Clock nets:
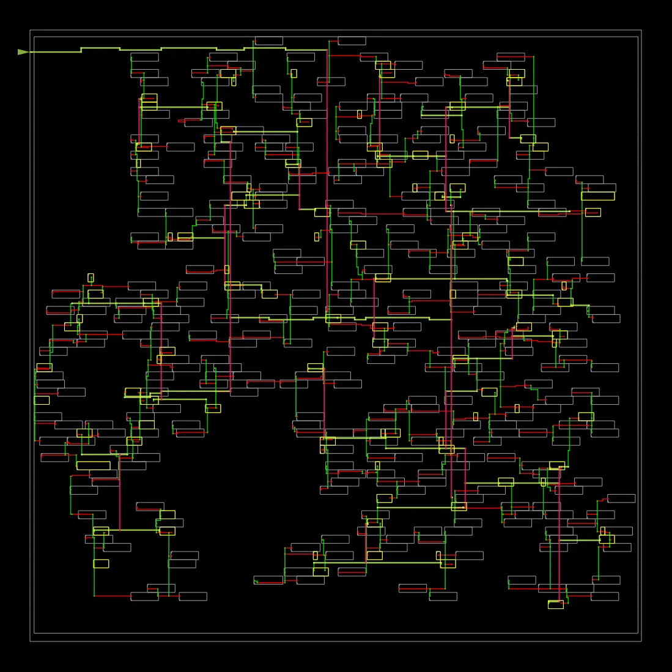
Clock distribution:
Scale bar: 50 um.
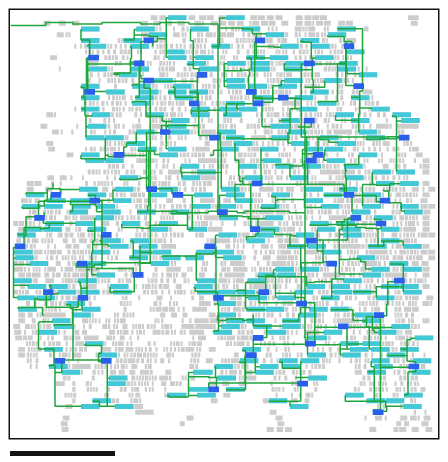
Where the registers sit:
Other sequential cells in the stronger grey, the rest of the logic in the fainter grey.
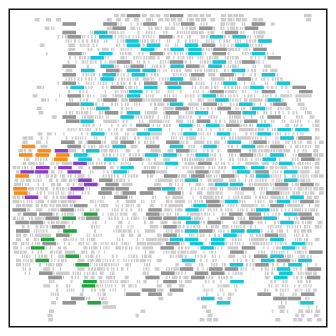
Metal layers overlaid:
Scale bar: 50 um.
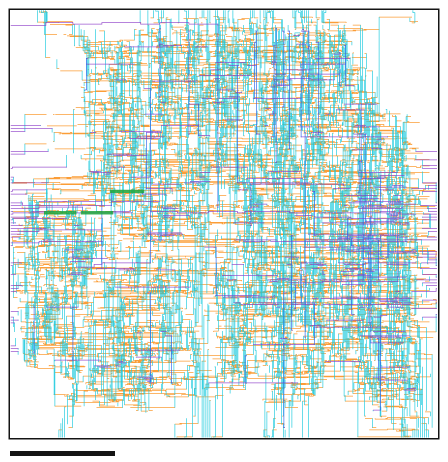
Pin map:
Pins as bars across the die edge, other pins in grey.
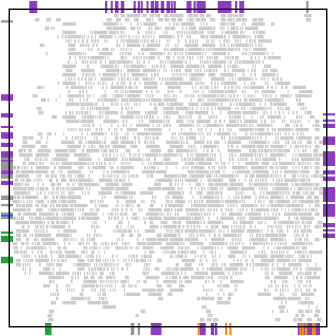
`config.mk`:
```
export PLATFORM = sky130hd
export DESIGN_NAME = batch_line_reader_flat
export DESIGN_NICKNAME = d
export VERILOG_FILES = /design/src/rtl/batch_line_reader_if.sv /design/src/rtl/batch_line_reader.sv /design/src/flat_wrapper.sv
export SDC_FILE = /design/constraint.sdc
export NUM_CORES = 1
export LEC_CHECK = 0
export ABC_AREA = 1
export CORE_UTILIZATION = 45
export CTS_BUF_LIST = sky130_fd_sc_hd__clkbuf_8
export DETAILED_ROUTE_END_ITERATION = 7
export PLACE_DENSITY = 0.75
export SETUP_SLACK_MARGIN = 0.05
export SLEW_MARGIN = 20
export SYNTH_ARGS = -nofsm -noshare
export SYNTH_HDL_FRONTEND = slang
export SYNTH_SLANG_ARGS = --single-unit
```
`constraint.sdc`:
```
create_clock -name I_clk -period 2.45 [get_ports I_clk]
set_input_delay 0.49 -clock I_clk [delete_from_list [all_inputs] [get_ports I_clk]]
set_output_delay 0.49 -clock I_clk [all_outputs]
set_load 0.1 [all_outputs]
```
`src/rtl/batch_line_reader_if.sv`:
```
// Signal bundle between a batch_line_reader and its line RAM, row control and pixel consumer.
interface batch_line_reader_if #(
  parameter int unsigned BATCH_SIZE  = 16,
  parameter int unsigned BLOCK_DEPTH = 480,
  parameter int unsigned MAX_WIDTH   = 1920
);
  localparam int unsigned WW = $clog2(MAX_WIDTH);
  localparam int unsigned AW = $clog2(BLOCK_DEPTH);

  logic                    I_row_ready;
  logic [WW-1:0]           I_row_width;
  logic                    O_rd_en;
  logic [AW-1:0]           O_rd_addr;
  logic [8*BATCH_SIZE-1:0] I_rd_data;
  logic [7:0]              O_pixel;
  logic                    O_pixel_valid;
  logic                    I_pixel_ready;
  logic                    O_pixel_last;
  logic                    O_busy;
  logic                    O_overrun;

  modport master (
    input  I_row_ready, I_row_width, I_rd_data, I_pixel_ready,
    output O_rd_en, O_rd_addr, O_pixel, O_pixel_valid, O_pixel_last, O_busy, O_overrun
  );

  modport slave (
    output I_row_ready, I_row_width, I_rd_data, I_pixel_ready,
    input  O_rd_en, O_rd_addr, O_pixel, O_pixel_valid, O_pixel_last, O_busy, O_overrun
  );
endinterface

```
`src/rtl/batch_line_reader.sv`:
```
// Reads one completed row of batch words from line RAM and unpacks it into a
// byte-wide valid/ready pixel stream, prefetching one word ahead.
module batch_line_reader #(
  parameter int unsigned BATCH_SIZE  = 16,
  parameter int unsigned BLOCK_DEPTH = 480,
  parameter int unsigned MAX_WIDTH   = 1920
) (
  input  logic                I_clk,
  input  logic                I_rst_n,
  batch_line_reader_if.master bus
);
  localparam int unsigned WW  = $clog2(MAX_WIDTH);
  localparam int unsigned AW  = $clog2(BLOCK_DEPTH);
  localparam int unsigned PCW = WW + 1;
  localparam int unsigned DW  = 8 * BATCH_SIZE;
  localparam int unsigned BIW = $clog2(BATCH_SIZE);

  localparam logic [PCW-1:0] LP_MAXW      = PCW'(MAX_WIDTH);
  localparam logic [PCW-1:0] LP_BATCH     = PCW'(BATCH_SIZE);
  localparam logic [PCW-1:0] LP_BM1       = PCW'(BATCH_SIZE - 1);
  localparam logic [BIW-1:0] LP_LAST_BYTE = BIW'(BATCH_SIZE - 1);

  typedef enum logic [1:0] {S_IDLE, S_FETCH, S_WAIT, S_STREAM} state_t;
  state_t r_state, w_next_state;

  logic [PCW-1:0] r_width, r_nwords, r_pix_cnt, r_next_addr;
  logic [BIW-1:0] r_byte_idx;
  logic [DW-1:0]  r_shift, r_pref;
  logic           r_pref_valid, r_rd_pend;
  logic           r_rd_en, r_valid, r_last, r_busy, r_overrun;
  logic [AW-1:0]  r_rd_addr;

  logic [PCW-1:0] w_req_raw, w_req_width, w_req_nwords;
  logic           w_start, w_xfer, w_final, w_word_end, w_issue;
  logic [DW-1:0]  w_next_word;

  assign w_req_raw    = {1'b0, bus.I_row_width};
  assign w_req_width  = (w_req_raw > LP_MAXW) ? LP_MAXW : w_req_raw;
  assign w_req_nwords = (w_req_width + LP_BM1) / LP_BATCH;

  always_ff @(posedge I_clk or negedge I_rst_n) begin
    if (!I_rst_n) r_state <= S_IDLE;
    else          r_state <= w_next_state;
  end

  always_comb begin
    w_next_state = r_state;
    case (r_state)
      S_IDLE:   if (w_start) w_next_state = S_FETCH;
      S_FETCH:  w_next_state = S_WAIT;
      S_WAIT:   w_next_state = S_STREAM;
      S_STREAM: if (w_final) w_next_state = S_IDLE;
      default:  w_next_state = S_IDLE;
    endcase
  end

  // A word read one cycle ago is still on the RAM bus; take it directly so
  // the word boundary never stalls, even with two-pixel words.
  always_comb begin
    w_start     = (r_state == S_IDLE) && bus.I_row_ready && (w_req_width != '0);
    w_xfer      = (r_state == S_STREAM) && r_valid && bus.I_pixel_ready;
    w_final     = w_xfer && (r_pix_cnt == r_width - PCW'(1));
    w_word_end  = w_xfer && !w_final && (r_byte_idx == LP_LAST_BYTE);
    w_issue     = ((r_state == S_WAIT) || w_word_end) && (r_next_addr < r_nwords);
    w_next_word = r_pref_valid ? r_pref : bus.I_rd_data;
  end

  always_ff @(posedge I_clk or negedge I_rst_n) begin
    if (!I_rst_n) begin
      r_width      <= '0;
      r_nwords     <= '0;
      r_pix_cnt    <= '0;
      r_next_addr  <= '0;
      r_byte_idx   <= '0;
      r_shift      <= '0;
      r_pref       <= '0;
      r_pref_valid <= 1'b0;
      r_rd_pend    <= 1'b0;
      r_rd_en      <= 1'b0;
      r_rd_addr    <= '0;
      r_valid      <= 1'b0;
      r_last       <= 1'b0;
      r_busy       <= 1'b0;
      r_overrun    <= 1'b0;
    end else begin
      r_rd_en   <= 1'b0;
      r_rd_pend <= r_rd_en;
      r_overrun <= bus.I_row_ready && r_busy;
      if (r_rd_pend && (r_state == S_STREAM)) begin
        r_pref       <= bus.I_rd_data;
        r_pref_valid <= 1'b1;
      end
      case (r_state)
        S_IDLE: if (w_start) begin
          r_width      <= w_req_width;
          r_nwords     <= w_req_nwords;
          r_pix_cnt    <= '0;
          r_next_addr  <= PCW'(1);
          r_pref_valid <= 1'b0;
          r_busy       <= 1'b1;
          r_rd_en      <= 1'b1;
          r_rd_addr    <= '0;
        end
        S_WAIT: begin
          r_shift    <= bus.I_rd_data;
          r_byte_idx <= '0;
          r_valid    <= 1'b1;
          r_last     <= (r_width == PCW'(1));
        end
        S_STREAM: begin
          if (w_final) begin
            r_valid <= 1'b0;
            r_last  <= 1'b0;
            r_busy  <= 1'b0;
          end else if (w_xfer) begin
            r_pix_cnt <= r_pix_cnt + PCW'(1);
            r_last    <= (r_pix_cnt + PCW'(2) == r_width);
            if (w_word_end) begin
              r_shift      <= w_next_word;
              r_byte_idx   <= '0;
              r_pref_valid <= 1'b0;
            end else begin
              r_shift    <= r_shift >> 8;
              r_byte_idx <= r_byte_idx + BIW'(1);
            end
          end
        end
        default: ;
      endcase
      if (w_issue) begin
        r_rd_en     <= 1'b1;
        r_rd_addr   <= AW'(r_next_addr);
        r_next_addr <= r_next_addr + PCW'(1);
      end
    end
  end

  assign bus.O_rd_en       = r_rd_en;
  assign bus.O_rd_addr     = r_rd_addr;
  assign bus.O_pixel       = r_shift[7:0];
  assign bus.O_pixel_valid = r_valid;
  assign bus.O_pixel_last  = r_last;
  assign bus.O_busy        = r_busy;
  assign bus.O_overrun     = r_overrun;
endmodule

```
`src/flat_wrapper.sv`:
```
// flat-port wrapper written by rule: the top's interface ports become plain ports
module batch_line_reader_flat 
#(
  parameter int unsigned BATCH_SIZE  = 16,
  parameter int unsigned BLOCK_DEPTH = 480,
  parameter int unsigned MAX_WIDTH   = 1920
)
  (I_clk, I_rst_n, bus_I_row_ready, bus_I_row_width, bus_I_rd_data, bus_I_pixel_ready, bus_O_rd_en, bus_O_rd_addr, bus_O_pixel, bus_O_pixel_valid, bus_O_pixel_last, bus_O_busy, bus_O_overrun);
  batch_line_reader_if #(.BATCH_SIZE(BATCH_SIZE), .BLOCK_DEPTH(BLOCK_DEPTH), .MAX_WIDTH(MAX_WIDTH)) bus_i ();
  input  logic I_clk;
  input  logic I_rst_n;
  input wire logic [$bits(bus_i.I_row_ready)-1:0] bus_I_row_ready;
  input wire logic [$bits(bus_i.I_row_width)-1:0] bus_I_row_width;
  input wire logic [$bits(bus_i.I_rd_data)-1:0] bus_I_rd_data;
  input wire logic [$bits(bus_i.I_pixel_ready)-1:0] bus_I_pixel_ready;
  output wire logic [$bits(bus_i.O_rd_en)-1:0] bus_O_rd_en;
  output wire logic [$bits(bus_i.O_rd_addr)-1:0] bus_O_rd_addr;
  output wire logic [$bits(bus_i.O_pixel)-1:0] bus_O_pixel;
  output wire logic [$bits(bus_i.O_pixel_valid)-1:0] bus_O_pixel_valid;
  output wire logic [$bits(bus_i.O_pixel_last)-1:0] bus_O_pixel_last;
  output wire logic [$bits(bus_i.O_busy)-1:0] bus_O_busy;
  output wire logic [$bits(bus_i.O_overrun)-1:0] bus_O_overrun;
  assign bus_i.I_row_ready = bus_I_row_ready;
  assign bus_i.I_row_width = bus_I_row_width;
  assign bus_i.I_rd_data = bus_I_rd_data;
  assign bus_i.I_pixel_ready = bus_I_pixel_ready;
  assign bus_O_rd_en = bus_i.O_rd_en;
  assign bus_O_rd_addr = bus_i.O_rd_addr;
  assign bus_O_pixel = bus_i.O_pixel;
  assign bus_O_pixel_valid = bus_i.O_pixel_valid;
  assign bus_O_pixel_last = bus_i.O_pixel_last;
  assign bus_O_busy = bus_i.O_busy;
  assign bus_O_overrun = bus_i.O_overrun;
  batch_line_reader #(.BATCH_SIZE(BATCH_SIZE), .BLOCK_DEPTH(BLOCK_DEPTH), .MAX_WIDTH(MAX_WIDTH)) u_core (.I_clk(I_clk), .I_rst_n(I_rst_n), .bus(bus_i));
endmodule
```
==> flow_summary_export.csv <==
group,metric,value,unit
status,outcome,"finished clean",
die,fp_util,0.458,
setup_path,reg2reg_from,"u_core.r_width[1]$_DFFE_PN0P_",
setup_path,cp-end-kind,"register",
power_and_ir_drop,combinationalPowerShare,0.203,
logic_synthesis,syn_nets,2767,
layout,fillers,3685,
layout,logic_gates,1793,
route,dr_wl_met3,3790,um
final_timing,slew_headroom,0.577,
layout,antenna_cells,0,
layout,final_area,22500,um^2
logic_synthesis,yosys_area,18300,um^2
logic_synthesis,synthSimpleGateAreaFrac,0.302,
place,post-place-ws,0.0308,ns
clocking,h-tree-depth,2,
layout,num-nonclk-inverters,322,
logic_synthesis,top_cells_by_count,"557 x nand2_1, 409 x nor2_1, 324 x nand3_1",
final_timing,setup_violations,0,
logic_synthesis,ys_warn_count,0,
power_and_ir_drop,clockPowerShare,0.361,
grt,overflow,0,
flow_run,warnings,33,
grt,grt_first_pass_wirelength,84000,um
layout,sh_comb_area,0.376,
clocking,cts_resized,0,
power_and_ir_drop,p_per_area,629,nW/um^2
layout,fin_cells,3324,
die,num_rows,73,
final_timing,setup_ws,0.0535,ns
layout,final_nets,2916,
setup_path,rr_endpoint,"u_core.r_shift[93]$_DFFE_PN0P_",
route,final_antenna_net_count,0,
grt,antenna_found_initial,3,
logic_synthesis,synth-xor-area-share,0.0139,
setup_path,reg2reg_slack,0.05,ns
logic_synthesis,compound_area_frac,0.113,
setup_path,critical_path.startpoint,"u_core.r_width[1]$_DFFE_PN0P_",
logic_synthesis,edf_count,0,
setup_path,worstPathRequired,2.97,ns
setup_path,cp_data_arrival_time,2.91,ns
power_and_ir_drop,powerComb,2.88,mW
final_timing,holdWs,0.351,ns
Back to the opening pictures, 'clock nets':
worst skew pair latency: 0.70 ns
clock buffer count from CTS: 57
Clock group: 5.11 mW
clk_skew: 0.0758 ns

Back to the opening pictures, 'clock distribution':
Green is clock wires, length 4,690 um. Blue is cells driving clock nets, count 57. Cyan is flip-flops, count 321.
There are 58 routed clock nets.

Back to the opening pictures, 'where the registers sit':
Orange is `u_core.bus.O_rd_addr`, sequential cells 9, where left middle. Cyan is `u_core.r_shift`, sequential cells 128. Purple is `u_core.r_next_addr`, sequential cells 12, where left middle. Green is `u_core.r_width`, sequential cells 11, where bottom left.
Another 161 sequential cells are not coloured.
sequential cell area: 8040 um^2
seq pwr: 6.18 mW

Back to the opening pictures, 'metal layers overlaid':
Blue is met4, wire length 1,730 um. Orange is met1, wire length 22.7 mm. Purple is met3, wire length 3,790 um. Cyan is met2, wire length 26.1 mm. Green is met5, wire length 42.3 um.
WL per Instance: 16.3 um
Total Routing Usage GR: 0.248
Vias: 17,800
DRT Wirelength: 54,300 um

Back to the opening pictures, 'pin map':
Blue is `bus_I_row_ready`, pins 1, direction input, edge left. Green is `bus_I_row_width`, pins 11, direction input, edge 7 left, 4 bottom. Orange is `bus_O_pixel`, pins 8, direction output, edge bottom. Purple is `bus_I_rd_data`, pins 128, direction input, edge 48 top, 37 right, 24 bottom, 19 left.
All pins by edge: 49 top, 40 left, 39 bottom, 37 right.
die width: 204 um
die height: 204 um
Port Buf Inserts: 164

cells in the final DEF (no fill, tap or decap), drive strengths merged:
cell type      instances
a22oi                  2
mux2                   7
dlygate4sd3            1
nand3b                 5
nor2                 416
inv                  346
buf                  110
clkinv                 4
xor2                  21
xnor2                  8
o21bai                 1
nand3                325
and2                   1
nand2                564
dfrtp                321
clkdlybuf4s50        141
nor3                  11
o211ai                 2
o22ai                  3
o21ai                271
clkbuf                79
ha                    16
a21boi                 2
bufinv                 2
a21oi                128
nor4                   2
nand4                  8
clkinvlp               2
worst max-delay path, stage by stage, from the launching register on:
cell	delay [ns]
dfrtp_1	0.40
inv_2	0.07
ha_4	0.27
inv_2	0.03
nand2_1	0.05
nand2_1	0.04
nor2_1	0.10
nand3_1	0.09
nor2_1	0.11
nand2_1	0.09
nor2_4	0.16
nand3_4	0.16
nand2_8	0.16
buf_12	0.16
buf_12	0.14
nand2_1	0.08
nand3_1	0.07
a21oi_1	0.07
worst max-delay path by stage:
| stage | end | cells after the start |
|---|---|---|
| after floorplan | u_core.r_shift[120]$_DFFE_PN0P_ | 15 |
| after global placement | u_core.r_shift[120]$_DFFE_PN0P_ | 16 |
| after detailed placement | u_core.r_shift[120]$_DFFE_PN0P_ | 16 |
| after CTS | u_core.bus.O_rd_addr[6]$_DFFE_PN0P_ | 17 |
| after global routing | u_core.r_shift[70]$_DFFE_PN0P_ | 17 |
| final | u_core.r_shift[93]$_DFFE_PN0P_ | 17 |
sequential cells by signal, indices dropped and copies added (netlist names), 2 cells and up:
name                  cells
u_core.r_shift          128
u_core.r_width           11
u_core.r_nwords           8
u_core.bus.O_rd_addr      9
u_core.r_next_addr       12
u_core.r_pref           128
u_core.r_byte_idx         4
u_core.r_state            2
u_core.r_pix_cnt         12
Power and IR drop assume default switching activity.
